## src/rtl/fir_out_pkg.sv

```systemverilog
// +--------------------------------------------------------------------------+
// | fir_out_pkg : shared types and round/saturate helpers for fir_out_requant |
// | Revision    : 1.0                                                         |
// +--------------------------------------------------------------------------+
`default_nettype none

package fir_out_pkg;

  typedef logic signed [15:0] sample_t;
  typedef logic signed [31:0] acc_t;
  typedef logic signed [32:0] wide_t;

  localparam sample_t SAT_MAX = 16'sh7FFF;
  localparam sample_t SAT_MIN = 16'sh8000;

  // One guard bit above the accumulator so the rounding offset cannot wrap.
  function automatic wide_t round_shift(acc_t y, int shift);
    wide_t t;
    t = wide_t'(y) + (wide_t'(1) <<< (shift - 1));
    return t >>> shift;
  endfunction

  function automatic logic is_sat(wide_t r);
    return (r > wide_t'(SAT_MAX)) || (r < wide_t'(SAT_MIN));
  endfunction

  function automatic sample_t round_sat(acc_t y, int shift);
    wide_t r;
    r = round_shift(y, shift);
    if (r > wide_t'(SAT_MAX)) return SAT_MAX;
    else if (r < wide_t'(SAT_MIN)) return SAT_MIN;
    else return r[15:0];
  endfunction

endpackage

`default_nettype wire

```

## src/rtl/fir_out_fifo.sv

```systemverilog
// +--------------------------------------------------------------------------+
// | fir_out_fifo : first-word-fall-through sync FIFO with flush and level     |
// | Revision     : 1.0                                                        |
// +--------------------------------------------------------------------------+
`default_nettype none

module fir_out_fifo #(
  parameter int DEPTH = 8,
  parameter int WIDTH = 16
) (
  input  logic                     clk_i,
  input  logic                     rst_i,
  input  logic                     flush_i,
  input  logic                     push_i,
  input  logic [WIDTH-1:0]         wdata_i,
  input  logic                     pop_i,
  output logic [WIDTH-1:0]         rdata_o,
  output logic                     full_o,
  output logic                     empty_o,
  output logic [$clog2(DEPTH):0]   level_o
);

  localparam int AW = $clog2(DEPTH);

  logic [AW:0]      wr_q, wr_d, rd_q, rd_d;
  logic [WIDTH-1:0] mem_q [DEPTH];
  logic [WIDTH-1:0] mem_d [DEPTH];
  logic             do_pop, do_push;

  assign empty_o = (wr_q == rd_q);
  assign full_o  = (wr_q[AW] != rd_q[AW]) && (wr_q[AW-1:0] == rd_q[AW-1:0]);
  assign level_o = wr_q - rd_q;
  assign rdata_o = mem_q[rd_q[AW-1:0]];

  // A pop frees the slot in the same edge, so a push into a full FIFO still lands.
  assign do_pop  = pop_i & ~empty_o;
  assign do_push = push_i & (~full_o | do_pop);

  always_comb begin
    wr_d  = wr_q;
    rd_d  = rd_q;
    mem_d = mem_q;
    if (flush_i) begin
      wr_d = '0;
      rd_d = '0;
    end else begin
      if (do_push) begin
        mem_d[wr_q[AW-1:0]] = wdata_i;
        wr_d = wr_q + 1'b1;
      end
      if (do_pop) rd_d = rd_q + 1'b1;
    end
  end

  always_ff @(posedge clk_i or posedge rst_i) begin
    if (rst_i) begin
      wr_q  <= '0;
      rd_q  <= '0;
      mem_q <= '{default: '0};
    end else begin
      wr_q  <= wr_d;
      rd_q  <= rd_d;
      mem_q <= mem_d;
    end
  end

endmodule

`default_nettype wire

```

## src/rtl/fir_out_requant.sv

```systemverilog
// +--------------------------------------------------------------------------+
// | fir_out_requant : round/shift/saturate FIR output into a FWFT FIFO.       |
// | Optional stats counters with FIR_OUT_STATS_EN.  Revision : 1.0            |
// +--------------------------------------------------------------------------+
`default_nettype none

module fir_out_requant
  import fir_out_pkg::*;
#(
  parameter int SHIFT = 15,
  parameter int DEPTH = 8
) (
  input  logic                     clk_i,
  input  logic                     rst_i,
  input  logic                     valid_strobe_i,
  input  logic [31:0]              y_i,
  input  logic                     clear_i,
  output logic [15:0]              out_data_o,
  output logic                     out_valid_o,
  input  logic                     out_ready_i,
  output logic                     overflow_o,
  output logic [$clog2(DEPTH):0]   level_o
`ifdef FIR_OUT_STATS_EN
  ,
  output logic [15:0]              sat_count_o,
  output logic [15:0]              drop_count_o
`endif
);

  logic    s1_valid_q, s1_valid_d;
  sample_t s1_data_q, s1_data_d;
  logic    overflow_q, overflow_d;
  logic    fifo_full, fifo_empty, pop, drop, s1_sat;

  assign pop  = out_ready_i & ~fifo_empty;
  assign drop = s1_valid_q & fifo_full & ~pop & ~clear_i;
  assign s1_sat = is_sat(round_shift(y_i, SHIFT));

  always_comb begin
    s1_valid_d = valid_strobe_i & ~clear_i;
    s1_data_d  = s1_valid_d ? round_sat(y_i, SHIFT) : s1_data_q;
    overflow_d = clear_i ? 1'b0 : (overflow_q | drop);
  end

  always_ff @(posedge clk_i or posedge rst_i) begin
    if (rst_i) begin
      s1_valid_q <= 1'b0;
      s1_data_q  <= '0;
      overflow_q <= 1'b0;
    end else begin
      s1_valid_q <= s1_valid_d;
      s1_data_q  <= s1_data_d;
      overflow_q <= overflow_d;
    end
  end

  fir_out_fifo #(
    .DEPTH (DEPTH),
    .WIDTH (16)
  ) u_fifo (
    .clk_i   (clk_i),
    .rst_i   (rst_i),
    .flush_i (clear_i),
    .push_i  (s1_valid_q),
    .wdata_i (s1_data_q),
    .pop_i   (out_ready_i),
    .rdata_o (out_data_o),
    .full_o  (fifo_full),
    .empty_o (fifo_empty),
    .level_o (level_o)
  );

  assign out_valid_o = ~fifo_empty;
  assign overflow_o  = overflow_q;

`ifdef FIR_OUT_STATS_EN
  logic [15:0] sat_count_q, sat_count_d, drop_count_q, drop_count_d;

  // Both counters stick at all-ones rather than wrapping.
  always_comb begin
    sat_count_d  = sat_count_q;
    drop_count_d = drop_count_q;
    if (clear_i) begin
      sat_count_d  = '0;
      drop_count_d = '0;
    end else begin
      if (s1_valid_d && s1_sat && (sat_count_q != 16'hFFFF))
        sat_count_d = sat_count_q + 16'd1;
      if (drop && (drop_count_q != 16'hFFFF))
        drop_count_d = drop_count_q + 16'd1;
    end
  end

  always_ff @(posedge clk_i or posedge rst_i) begin
    if (rst_i) begin
      sat_count_q  <= '0;
      drop_count_q <= '0;
    end else begin
      sat_count_q  <= sat_count_d;
      drop_count_q <= drop_count_d;
    end
  end

  assign sat_count_o  = sat_count_q;
  assign drop_count_o = drop_count_q;
`else
  logic unused_sat;
  assign unused_sat = s1_sat;
`endif

endmodule

`default_nettype wire

```

## config.mk

```make
export PLATFORM = sky130hd
export DESIGN_NAME = fir_out_requant
export DESIGN_NICKNAME = d
export VERILOG_FILES = /design/src/rtl/fir_out_pkg.sv /design/src/rtl/fir_out_fifo.sv /design/src/rtl/fir_out_requant.sv
export SDC_FILE = /design/constraint.sdc
export NUM_CORES = 1
export LEC_CHECK = 0
export ABC_AREA = 1
export CORE_UTILIZATION = 63
export DETAILED_ROUTE_END_ITERATION = 8
export GPL_ROUTABILITY_DRIVEN = 0
export PLACE_DENSITY = 0.95
export SYNTH_ARGS = -nofsm -noshare
export SYNTH_HDL_FRONTEND = slang
export SYNTH_SLANG_ARGS = --single-unit
```

## constraint.sdc

```tcl
create_clock -name clk_i -period 11.6 [get_ports clk_i]
set_clock_uncertainty 0.2 [all_clocks]
set_input_delay 1.74 -clock clk_i [delete_from_list [all_inputs] [get_ports clk_i]]
set_output_delay 1.74 -clock clk_i [all_outputs]
set_load 0.01 [all_outputs]
```

Run 1, nets reached from selected ports:
Drawn at 4 px/um.
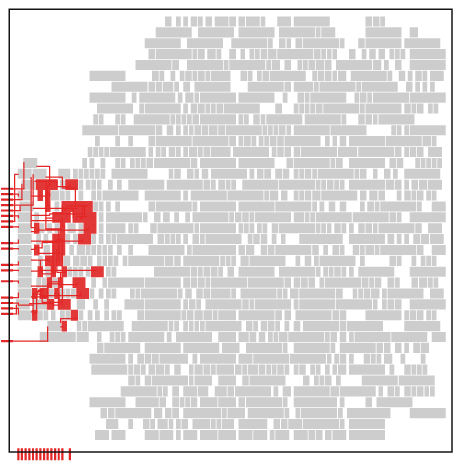
colour	port	direction	end cells	buffers	wire
red	y_i	input	39	18	413 um
Port-buffer cells: 44
I/O pin count: 59

Run 1, signal wires by layer:
Drawn at 3 px/um. Only two layers are drawn.
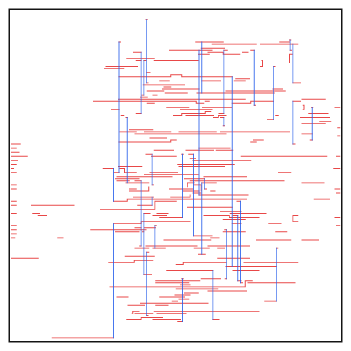
colour	layer	wire length
red	metal 3	1790 um
blue	metal 4	670 um
total wire length: 19.3 mm
mean routed wirelength per cell: 17.7 um
via total after detailed routing: 6727
all-layer global routing usage: 0.339

Run 1, sequential cells grouped by signal name:
Drawn at 4 px/um. Other sequential cells in the stronger grey, the rest of the logic in the fainter grey.
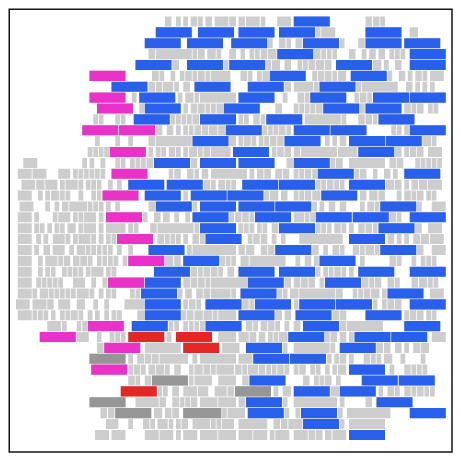
colour	signal	placed flops
blue	u_fifo.mem_q	128
red	u_fifo.wr_q	4
magenta	s1_data_q	16
power drawn by the sequential cells: 622 uW
register share of the cell area: 0.454
fin util: 0.743
area used by sequential logic in the layout: 3850 um2

==> summary.txt, run 1 <==
fresh numbers from the pnr run: cell internal power dissipation=1.12 mW, portion of synthesized cell area occupied by the leading cell type=0.521, peak clock frequency supported by timing=0.181 GHz, highest ir drop seen on vdd=0.000134 V, post-route minimum period=~5.5 ns, total of warnings raised by yosys=0, launching element of the worst setup path=u_fifo.rd_q[2], Critical Path Stages=6, # setup viols final=0, status=completed, ratio of final minimum period to clock period=0.477, combinational fraction of design power=0.219, initial antenna violation count=0, Placed Instance Area=roughly 7800 um2, power consumed by combinational cells=346 uW, Yosys cell types=31, tool warnings=40, count of TritonRoute iterations in the first routing pass=6, number of slew-limit violations in the final report=0, cell with the biggest individual delay on the critical path=sky130_fd_sc_hd__clkinv_1, met3 usage=0.0899, Worst Path Required=9.66 ns, vias per std cell=approximately 6.2, portion of the post-synthesis area used by sequential elements=0.521, hold bufs inserted after CTS=0, top power group=sequential cells, Worst Tran Pin Value=roughly 1.2 ns, share of power burned in the clock network=0.388, clock tree sinks=154, sequential fraction of design power=0.393, R2R depth=9, main area contributors=sky130_fd_sc_hd__dfrtp_1 (52%), sky130_fd_sc_hd__nand2_1 (12%), sky130_fd_sc_hd__o21ai_0 (12%), number of global-route vias before repair=6498, most frequent cell after synthesis=sky130_fd_sc_hd__nand2_1, clock slew at reported path FFs=0.06 ns, top layer in use=met4, total net switching power=between 400 and 500 uW, Switching Fraction=0.289, family with the most delay on the worst path=buffers and inverters, type of the worst setup path=flop to primary output, Layout Area Growth over Synthesis=14.8%, Core Footprint=11400 um2, row count=39, Iter 0 DRT Violations=1036, mux frac, synth=0, CTS buffer count=17, share of synthesized registers carrying an async set or reset=1.00, Total Nets Final=a little under 1k
run 1: state kept, by name, indices dropped and copies added, names as in the netlist:
signal        cells
u_fifo.wr_q       4
u_fifo.mem_q    128
u_fifo.rd_q       4
s1_valid_q        1
s1_data_q        16
overflow_o        1
run 1: cell type report:
class	count	area share
Clock buffer	26	0.0624
Timing Repair Buffer	49	0.0564
Clock inverter	6	0.0153
Sequential cell	154	0.454
Tap cell	143	0.0211
Multi-Input combinational cell	668	0.369
Inverter	46	0.0209
run 1: cells by family (layout without fill, tap and decap cells):
family                     count (synthesis)  in the layout
adders and majority gates                  7              7
buffers and inverters                     97            127
xor gates and xnor gates                  17             17
DFF                                      154            154
AOI/OAI and AO/OA                        242            242
and+or+nand+nor                          402            402
Run 1, signal metal coverage by tile:
Drawn at 3 px/um. The die is cut into 22 by 22 equal tiles; dark blue is low, red is high, scaled to the fullest tile. Values are wire area over tile area, all layers added.
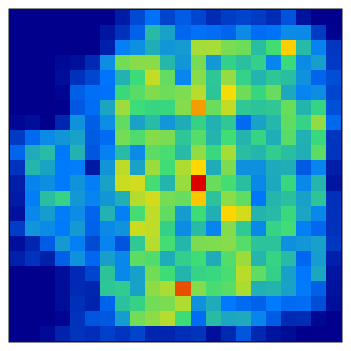

==> run 2: changes to the inputs <==
--- a/config.mk
+++ b/config.mk
@@ -6,10 +6,10 @@
 export NUM_CORES = 1
 export LEC_CHECK = 0
 export ABC_AREA = 1
-export CORE_UTILIZATION = 63
+export CORE_UTILIZATION = 53
 export DETAILED_ROUTE_END_ITERATION = 8
 export GPL_ROUTABILITY_DRIVEN = 0
-export PLACE_DENSITY = 0.95
+export PLACE_DENSITY = 0.89
 export SYNTH_ARGS = -nofsm -noshare
 export SYNTH_HDL_FRONTEND = slang
 export SYNTH_SLANG_ARGS = --single-unit
==> constraint.sdc (replaced) <==
create_clock -name clk_i -period 4.94 [get_ports clk_i]
set_clock_uncertainty 0.2 [all_clocks]
set_input_delay 0.741 -clock clk_i [delete_from_list [all_inputs] [get_ports clk_i]]
set_output_delay 0.741 -clock clk_i [all_outputs]
set_load 0.01 [all_outputs]
Run 2, signal metal coverage by tile:
Drawn at 3 px/um. The die is cut into 24 by 24 equal tiles; dark blue is low, red is high, scaled to the fullest tile. Values are wire area over tile area, all layers added.
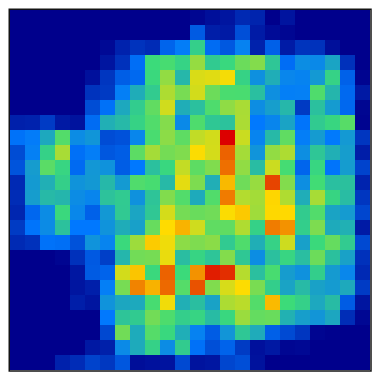
nearly empty tiles	22%
mean over tiles	0.20
emptiest ninth of the die	top left
tiles over half the peak	24%
densest ninth of the die	middle
fullest tile	0.65
mean routed wirelength per cell: 15.7 um
all-layer global routing usage: 0.264
via total after detailed routing: 6450
total wire length: 17.7 mm

==> run 2 against run 1 <==
Register-to-register slack got worse by 5.7 ns. Highest routed layer unchanged. Total power up 120%. Hold slack worse by 0.0021 ns. Clock-buffer cell count shrank 5. Largest cell class unchanged. Synthesized cell count stayed put. Via count down 4.1%. Critical path type unchanged. Cell area fell by 0.16%. Die area is 19% higher. First-iteration DRC count decreased by 40%. Combinational power grew 130%.
==> summary.txt, run 2 <==
fresh numbers from the pnr run: mux frac, synth=0, Clock buffers and inverters, area share=0.0677, initial antenna violation count=0, vias per std cell=between 5 and 6, number of flip-flops in the largest register=128, number of non-clock inverters=46, Placed Instance Area=7900 um2, area used by sequential logic in the layout=3850 um2, status=completed, R2R depth=9, portion of synthesized cell area occupied by the leading cell type=0.521, sequential fraction of design power=0.416, Worst Path Required=4.00 ns, Buffers excl. clock=around 50, Layout Area Growth over Synthesis=14.6%, hold bufs inserted after CTS=0, met3 usage=0.0599, launching element of the worst setup path=u_fifo.rd_q[0], tool warnings=42, share of power burned in the clock network=0.359, Switching Fraction=0.297, cell with the biggest individual delay on the critical path=sky130_fd_sc_hd__clkdlybuf4s50_1, top layer in use=met4, family with the most delay on the worst path=buffers and inverters, share of synthesized registers carrying an async set or reset=1.00
Run 2, cell outlines without signal wires:
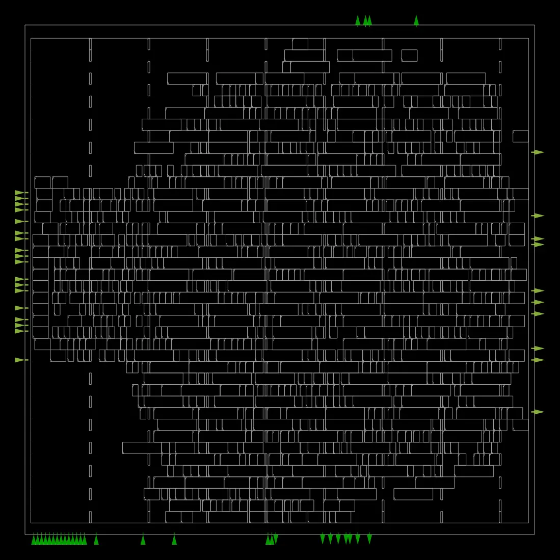
FFs & Latches: 154
tapcells inserted: 176
row count: 42

[run 2: cell counts after synthesis]
No cell type changed its count.
[run 2: worst register-to-register path: stages (launching register included)]
cell and delay (ns):
sky130_fd_sc_hd__dfrtp_2 0.35, sky130_fd_sc_hd__buf_4 0.56, sky130_fd_sc_hd__ha_1 0.35, sky130_fd_sc_hd__inv_1 0.07
sky130_fd_sc_hd__nor2_1 0.07, sky130_fd_sc_hd__nand2_2 0.10, sky130_fd_sc_hd__nand2_2 0.10, sky130_fd_sc_hd__nor2_8 0.20
sky130_fd_sc_hd__nand4_2 0.78, sky130_fd_sc_hd__o21ai_0 0.52
[run 2: cells by family after synthesis]
group / count (synthesis)
adder cells (fa/ha/maj): 7
flip-flops: 154
buffers and inverters: 97
AND/OR/NAND/NOR: 402
XOR/XNOR: 17
AND-OR/OR-AND: 242
==> run 3: changes to the inputs <==
--- a/config.mk
+++ b/config.mk
@@ -6,10 +6,10 @@
 export NUM_CORES = 1
 export LEC_CHECK = 0
 export ABC_AREA = 1
-export CORE_UTILIZATION = 53
+export CORE_UTILIZATION = 58
 export DETAILED_ROUTE_END_ITERATION = 8
 export GPL_ROUTABILITY_DRIVEN = 0
-export PLACE_DENSITY = 0.89
+export PLACE_DENSITY = 0.92
 export SYNTH_ARGS = -nofsm -noshare
 export SYNTH_HDL_FRONTEND = slang
 export SYNTH_SLANG_ARGS = --single-unit
==> constraint.sdc (replaced) <==
create_clock -name clk_i -period 3.9 [get_ports clk_i]
set_clock_uncertainty 0.2 [all_clocks]
set_input_delay 0.585 -clock clk_i [delete_from_list [all_inputs] [get_ports clk_i]]
set_output_delay 0.585 -clock clk_i [all_outputs]
set_load 0.01 [all_outputs]
Run 3, sequential cells grouped by signal name:
Drawn at 4 px/um. Other sequential cells in the stronger grey, the rest of the logic in the fainter grey.
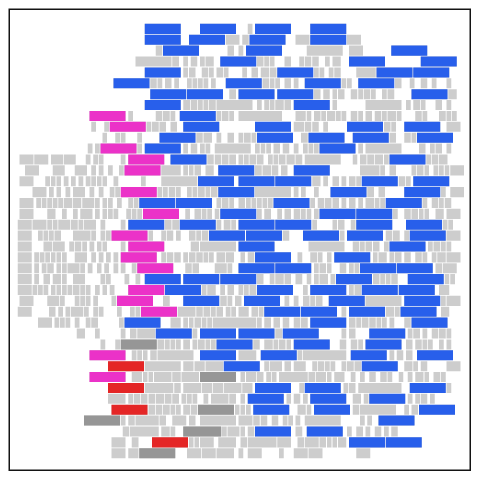
colour	signal	placed flops
magenta	s1_data_q	16
blue	u_fifo.mem_q	128
red	u_fifo.wr_q	4
not coloured	6
register share of the cell area: 0.450
power drawn by the sequential cells: 1.86 mW
fin util: 0.702

Run 3, cell outlines without signal wires:
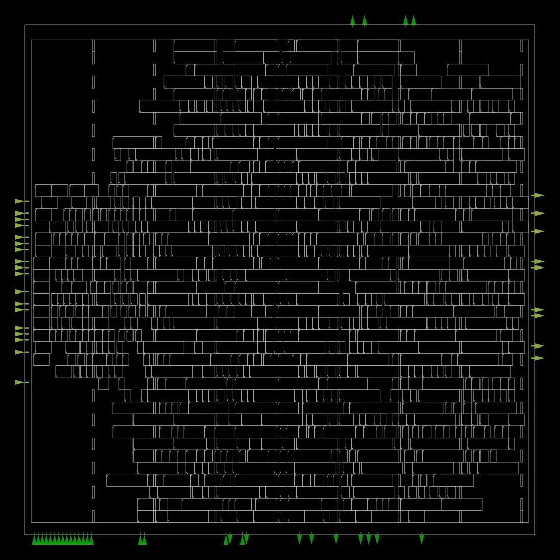
Core Footprint: 12200 um2
filler instances: 918

==> run 3 against run 2 <==
Hold slack is essentially flat. Combinational power grew 28%. Clock power grew about 40%. Critical path depth shrank 1. First-iteration DRC count grew 36%. Utilization grew 7.0 points. Setup slack lost 1.0 ns. Sequential share of layout area shrank 0.57 points. Largest power group unchanged. Highest routed layer unchanged.
==> summary.txt, run 3 <==
fresh numbers from the pnr run: number of slew-limit violations in the final report=0, Iter 0 DRT Violations=~840, mean routed wirelength per cell=16.8 um, Layout Area Growth over Synthesis=16.0%, main area contributors=sky130_fd_sc_hd__dfrtp_1 (52%), sky130_fd_sc_hd__nand2_1 (12%), sky130_fd_sc_hd__o21ai_0 (12%), post-route minimum period=3.74 ns, Switching Fraction=0.292, Yosys cell types=31, count of TritonRoute iterations in the first routing pass=7, Total Nets Final=988, clock slew at reported path FFs=0.06 ns, CTS buffer count=17, total wire length=18.9 mm, FFs & Latches=154, R2R depth=9, status=completed, combinational fraction of design power=0.218, Worst Path Required=3.12 ns, via total after detailed routing=about 6.6k, tapcells inserted=between 150 and 200, all-layer global routing usage=0.309, met3 usage=0.0780, tool warnings=~40
[run 3: cell types whose count changed in the layout (fill, tap and decap cells not counted), sizes merged]
cell / before / now
buf: 6 / 13
bufinv: 2 / 4
clkinvlp: 5 / 3
[run 3: worst max-delay path by stage]
stage                               from                to  slack (ns)  cells after the start
final                     u_fifo.rd_q[0]    out_data_o[11]        0.16                      6
after global routing      u_fifo.rd_q[0]    out_data_o[11]        0.08                      6
after CTS                 u_fifo.rd_q[0]    out_data_o[11]        0.21                      6
after detailed placement  u_fifo.rd_q[1]  u_fifo.mem_q[16]        0.65                      9
after global placement    u_fifo.rd_q[1]  u_fifo.mem_q[25]        0.78                      9
after floorplan                    rst_i        overflow_o        1.17                      1
Power figures rest on the tool's default switching activity, not on a simulated workload.
